Figure 1. Wiring heat map.
Scale: 6 px per um. 13 x 14 tiles, from dark purple (low) to yellow (high), scaled to the fullest tile. Values are wire area over tile area, all layers added.
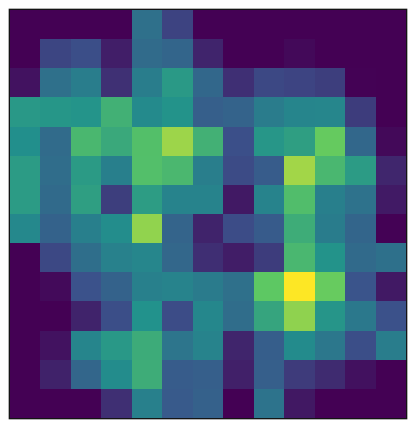
Figure 2. The metal 3 layer.
Scale: 6 px per um. Cells faint in the background.
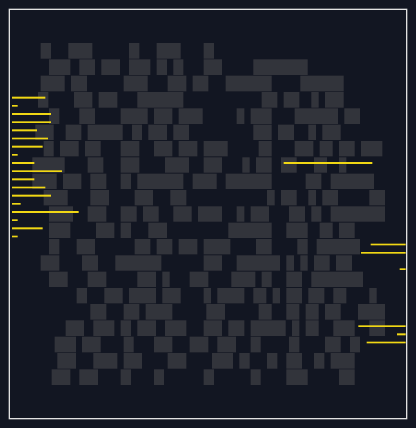
Figure 3. Drive-strength map.
Scale: 4 px per um.
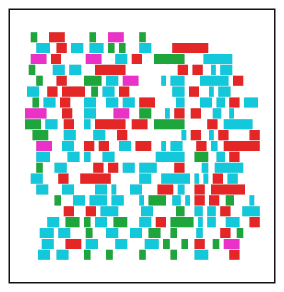
Figure 4. Cell classes on the final placement.
Scale: 6 px per um.
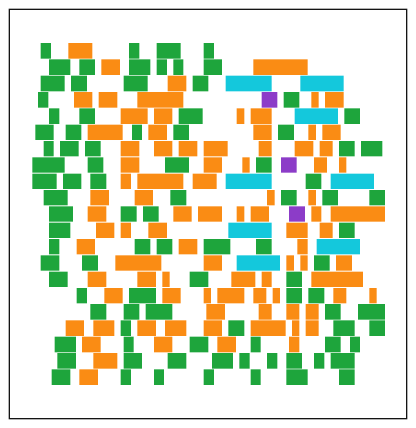
==> src/rtl/hazard_ctrl.sv <==
// hazard_ctrl: pipeline forwarding, load-use/branch hazards and multi-cycle op sequencing (optional HAZARD_PERF_CNT_EN adds StallCnt/FlushCnt)
module hazard_ctrl #(
  parameter int MUL_TIMEOUT = 40
) (
  input  logic       clk,
  input  logic       rst,
  input  logic [4:0] Rs1D,
  input  logic [4:0] Rs2D,
  input  logic [4:0] Rs1E,
  input  logic [4:0] Rs2E,
  input  logic [4:0] RdE,
  input  logic [4:0] RdM,
  input  logic [4:0] RdW,
  input  logic       RegWriteM,
  input  logic       RegWriteW,
  input  logic       LoadE,
  input  logic       PCsrcE,
  input  logic       MulE,
  input  logic       MulDone,
  output logic [1:0] ForwardAE,
  output logic [1:0] ForwardBE,
  output logic       StallF,
  output logic       StallD,
  output logic       StallE,
  output logic       FlushD,
  output logic       FlushE,
  output logic       MulStart,
  output logic       MulErr
`ifdef HAZARD_PERF_CNT_EN
  ,
  output logic [31:0] StallCnt,
  output logic [31:0] FlushCnt
`endif
);
  typedef enum logic [1:0] {RUN, MUL_WAIT, MUL_DRAIN} state_t;
  state_t state, nextState;
  logic [5:0] cnt;
  logic loadUse, timeout;
  assign loadUse = LoadE && RdE != 5'd0 && (RdE == Rs1D || RdE == Rs2D);
  assign timeout = cnt == 6'(MUL_TIMEOUT - 1);
  // operand forwarding: the younger Memory result wins over Writeback
  always_comb begin
    ForwardAE = (RegWriteM && RdM != 5'd0 && RdM == Rs1E) ? 2'b10 : (RegWriteW && RdW != 5'd0 && RdW == Rs1E) ? 2'b01 : 2'b00;
    ForwardBE = (RegWriteM && RdM != 5'd0 && RdM == Rs2E) ? 2'b10 : (RegWriteW && RdW != 5'd0 && RdW == Rs2E) ? 2'b01 : 2'b00;
  end
  // next state and stall/flush outputs; reset forces every control output low
  always_comb begin
    nextState = state;
    StallF = 1'b0;
    StallD = 1'b0;
    StallE = 1'b0;
    FlushD = 1'b0;
    FlushE = 1'b0;
    MulStart = 1'b0;
    MulErr = 1'b0;
    case (state)
      RUN: begin
        if (PCsrcE) begin
          FlushD = 1'b1;
          FlushE = 1'b1;
        end else begin
          if (loadUse) begin
            StallF = 1'b1;
            StallD = 1'b1;
            FlushE = 1'b1;
          end
          if (MulE) begin
            MulStart = 1'b1;
            nextState = MUL_WAIT;
          end
        end
      end
      MUL_WAIT: begin
        StallF = 1'b1;
        StallD = 1'b1;
        if (MulDone) begin
          StallE = 1'b1;
          nextState = MUL_DRAIN;
        end else if (timeout) begin
          MulErr = 1'b1;
          FlushE = 1'b1;
          nextState = RUN;
        end else begin
          StallE = 1'b1;
        end
      end
      default: nextState = RUN;
    endcase
    if (rst) begin
      nextState = RUN;
      StallF = 1'b0;
      StallD = 1'b0;
      StallE = 1'b0;
      FlushD = 1'b0;
      FlushE = 1'b0;
      MulStart = 1'b0;
      MulErr = 1'b0;
    end
  end
  // state register and wait counter, cleared on start and on reset
  always_ff @(posedge clk) begin
    if (rst) begin
      state <= RUN;
      cnt <= 6'd0;
    end else begin
      state <= nextState;
      cnt <= MulStart ? 6'd0 : (state == MUL_WAIT) ? cnt + 6'd1 : cnt;
    end
  end
`ifdef HAZARD_PERF_CNT_EN
  // free-running wrap-around event counters
  always_ff @(posedge clk) begin
    if (rst) begin
      StallCnt <= 32'd0;
      FlushCnt <= 32'd0;
    end else begin
      StallCnt <= StallCnt + 32'(StallF);
      FlushCnt <= FlushCnt + 32'(FlushD | FlushE);
    end
  end
`endif
endmodule

==> config.mk <==
export PLATFORM = sky130hd
export DESIGN_NAME = hazard_ctrl
export DESIGN_NICKNAME = d
export VERILOG_FILES = /design/src/rtl/hazard_ctrl.sv
export SDC_FILE = /design/constraint.sdc
export NUM_CORES = 1
export LEC_CHECK = 0
export CAP_MARGIN = 20
export CELL_PAD_IN_SITES_DETAIL_PLACEMENT = 1
export CELL_PAD_IN_SITES_GLOBAL_PLACEMENT = 1
export CORE_AREA = 3 3 63 65
export CTS_CLUSTER_SIZE = 40
export DETAILED_ROUTE_END_ITERATION = 12
export DIE_AREA = 0 0 66 68
export PLACE_DENSITY_LB_ADDON = 0.1
export SETUP_SLACK_MARGIN = 0.1
export SLEW_MARGIN = 0
export SYNTH_ARGS = -nofsm -noshare
export SYNTH_HDL_FRONTEND = slang
export SYNTH_SLANG_ARGS = --single-unit
==> constraint.sdc <==
create_clock -name clk -period 1.9 [get_ports clk]
set_input_delay 0.285 -clock clk [delete_from_list [all_inputs] [get_ports clk]]
set_output_delay 0.285 -clock clk [all_outputs]
set_load 0.01 [all_outputs]
==> flow_summary.ini <==
; implementation run metrics
[synth]
syn_area_um2 = 813.3
syn_avg_cell_area_um2 = 8.133

[cells_and_area]
layout-drive-gt1-share = 0.5052
stdcell_count = 240

[sta]
setup_viol = 3
clock_skew_ps = 0.9917
whs_ps = 507.0
slew_headroom = 0.6770
max_freq_mhz = 520.8
slew_violations = 0
fin_crit_sh = 1.011
tightest_slew_ps = 483.5
worst_slack_ps = -20.13
hold_viol_final = 0
grt_setup_unrepaired = true

[hold_path]
hold_path_startpoint = rst
hp-class = in2reg

[worst_setup_path]
endpoint_kind = output pin
crit_end = ForwardBE[0]
path_class = in2out
reg2reg_depth = 5
cp.arrival_ps = 1640
crit_fanout = 2

[flow_run]
cap_viol_max_count = 0

[run_status]
violations = setup timing
status = finished with violations

[die]
die_w_um = 66
die_height_um = 68
fp_util = 0.2399

[clocking]
htree_levels = 1
clk_latency_ps = 250

[global_routing]
grt_pass1_vias = 1206
grt_max_degree = 7

[pwr]
leakage_nw = 0.8418
p_total_mw = 0.5833
ir_drop_mv = 0.1162

[placed_design]
place_ws_ps = -822.8
dp_hpwl_um = 2830
dp_cells = 232

[detailed_routing]
drc = 0
via_per_inst = 4.425
dr.pass1.iters = 2
drt_iter0_markers = 28
Notes on Figure 1 above:
mean over tiles = 0.11
fullest tile = 0.37
emptiest ninth of the die = top right
densest ninth of the die = right middle
DRT Wirelength: 3365 um
Total GRT Usage: 0.1538
detailed-route via count: 1062
Wirelength per Cell: 14.02 um

Notes on Figure 2 above:
wire length on this layer = 121 um
main direction = horizontal
longest straight run = 14.5 um
nets with wire on the layer = 24
share of all routed wire = 3.6%
met3 usage: 0.01314

Notes on Figure 3 above:
_3 and _4 cells -> red  # cells 54, share 28%, most used buf_4
_0 and _1 cells -> cyan  # cells 96, share 49%, most used xor2_1
_2 cells -> green  # cells 36, share 19%, most used buf_2
_6 and larger -> magenta  # cells 8, share 4.1%, most used buf_6
Non-clock buffers: 94
Area Overhead vs Synth: 118.0%
Final WS setup: -20.13 ps
post-route cell area: 0.001773 mm2

Notes on Figure 4 above:
flops -> cyan  # cells 8
clock drivers -> purple  # cells 3
combinational and other logic -> orange  # cells 89
other buffers and delay cells -> green  # cells 94
Layout Utilization: 0.5231
row count: 21
core area: 0.003390 mm2

worst min path at each step:
stage                           to  slack [ps]  cells past startpoint
after floorplan           state[1]         440                      1
after global placement      cnt[5]         500                      2
after detailed placement    cnt[5]         510                      2
after CTS                   cnt[5]         540                      2
after global routing      state[0]         550                      5
final                     state[0]         510                      5
power breakdown:
group	internal (mW)	switching, mW	leakage, nW
Sequential	0.171	0.00430	0.0657
Clock	0.0722	0.0567	0.0138
Combinational	0.156	0.122	0.762
repair_timing:
item / in CTS / in global routing
pin swaps: 18 / 8
setup buffers: 2 / 3
hold buffers: 0 / 0
endpoints found under the setup margin: 11 / 11
gates resized: 131 / 34
sequential cells by signal (all words and copies together) (netlist names):
register	cells
state	2
cnt	6
synth_stat cells, drive strengths merged:
| library cell | count |
|---|---|
| nand4 | 2 |
| nor4b | 1 |
| or3 | 1 |
| o21ai | 4 |
| nand2 | 3 |
| and3 | 3 |
| a31oi | 1 |
| xor2 | 28 |
| ha | 1 |
| or4 | 5 |
| a21oi | 2 |
| nor3 | 3 |
| and3b | 1 |
| nor4 | 4 |
| o31ai | 1 |
| nor4bb | 1 |
| buf | 1 |
| mux2i | 1 |
| o41ai | 1 |
| xnor2 | 7 |
| nor2 | 12 |
| inv | 2 |
| clkbuf | 2 |
| nand3 | 2 |
| nand2b | 1 |
| a22oi | 1 |
| dfxtp | 8 |
| nor2b | 1 |
layout by cell type (no fill, tap or decap), types with 2 or more instances in the layout:
cell	netlist	final
a21oi_1	2	2
and3_1	3	2
buf_2	0	14
buf_4	1	38
buf_6	0	7
clkbuf_2	0	8
clkbuf_4	0	3
clkdlybuf4s15_1	0	2
clkdlybuf4s15_2	0	2
clkdlybuf4s50_1	0	6
dfxtp_1	8	6
dfxtp_2	0	2
dlygate4sd2_1	0	12
dlymetal6s2s_1	0	4
inv_1	2	2
nand2_1	3	3
nand3_1	2	2
nand4_1	2	2
nor2_1	12	10
nor2_2	0	2
nor3_2	0	2
nor4_4	0	3
o21ai_2	1	2
or4_4	1	5
xnor2_1	7	7
xor2_1	28	28
layer usage:
| layer | wire (um) | vias to the layer above |
|---|---|---|
| met5 | 0 | - |
| met4 | 13 | 0 |
| met3 | 120 | 2 |
| met2 | 1916 | 24 |
| met1 | 1314 | 497 |
| li1 | - | 539 |
final cells by class:
| cell class | instances | area, um2 |
|---|---|---|
| clock buffers | 3 | 22.52 |
| fillers | 423 | 1617 |
| flip-flops and latches | 8 | 162.7 |
| multi-input cells | 87 | 775.7 |
| inverters | 2 | 7.507 |
| well taps | 46 | 57.56 |
| repair buffers | 94 | 747.0 |
cells by family (layout without fill, tap and decap cells):
family / count (synthesis) / after routing / synth area share
buffers and inverters: 5 / 99 / 0.02770
DFF: 8 / 8 / 0.1969
muxes: 1 / 1 / 0.01231
AOI/OAI and AO/OA: 10 / 10 / 0.07847
adders and majority gates: 1 / 1 / 0.01538
xor gates and xnor gates: 35 / 35 / 0.3769
and+or+nand+nor: 40 / 40 / 0.2923
worst max-delay path, stage by stage:
cell and delay, ps:
buf_6 100, buf_6 110, xor2_1 130, or4_4 550, nor4_4 290, buf_2 170
Power figures rest on the tool's default switching activity, not on a simulated workload.
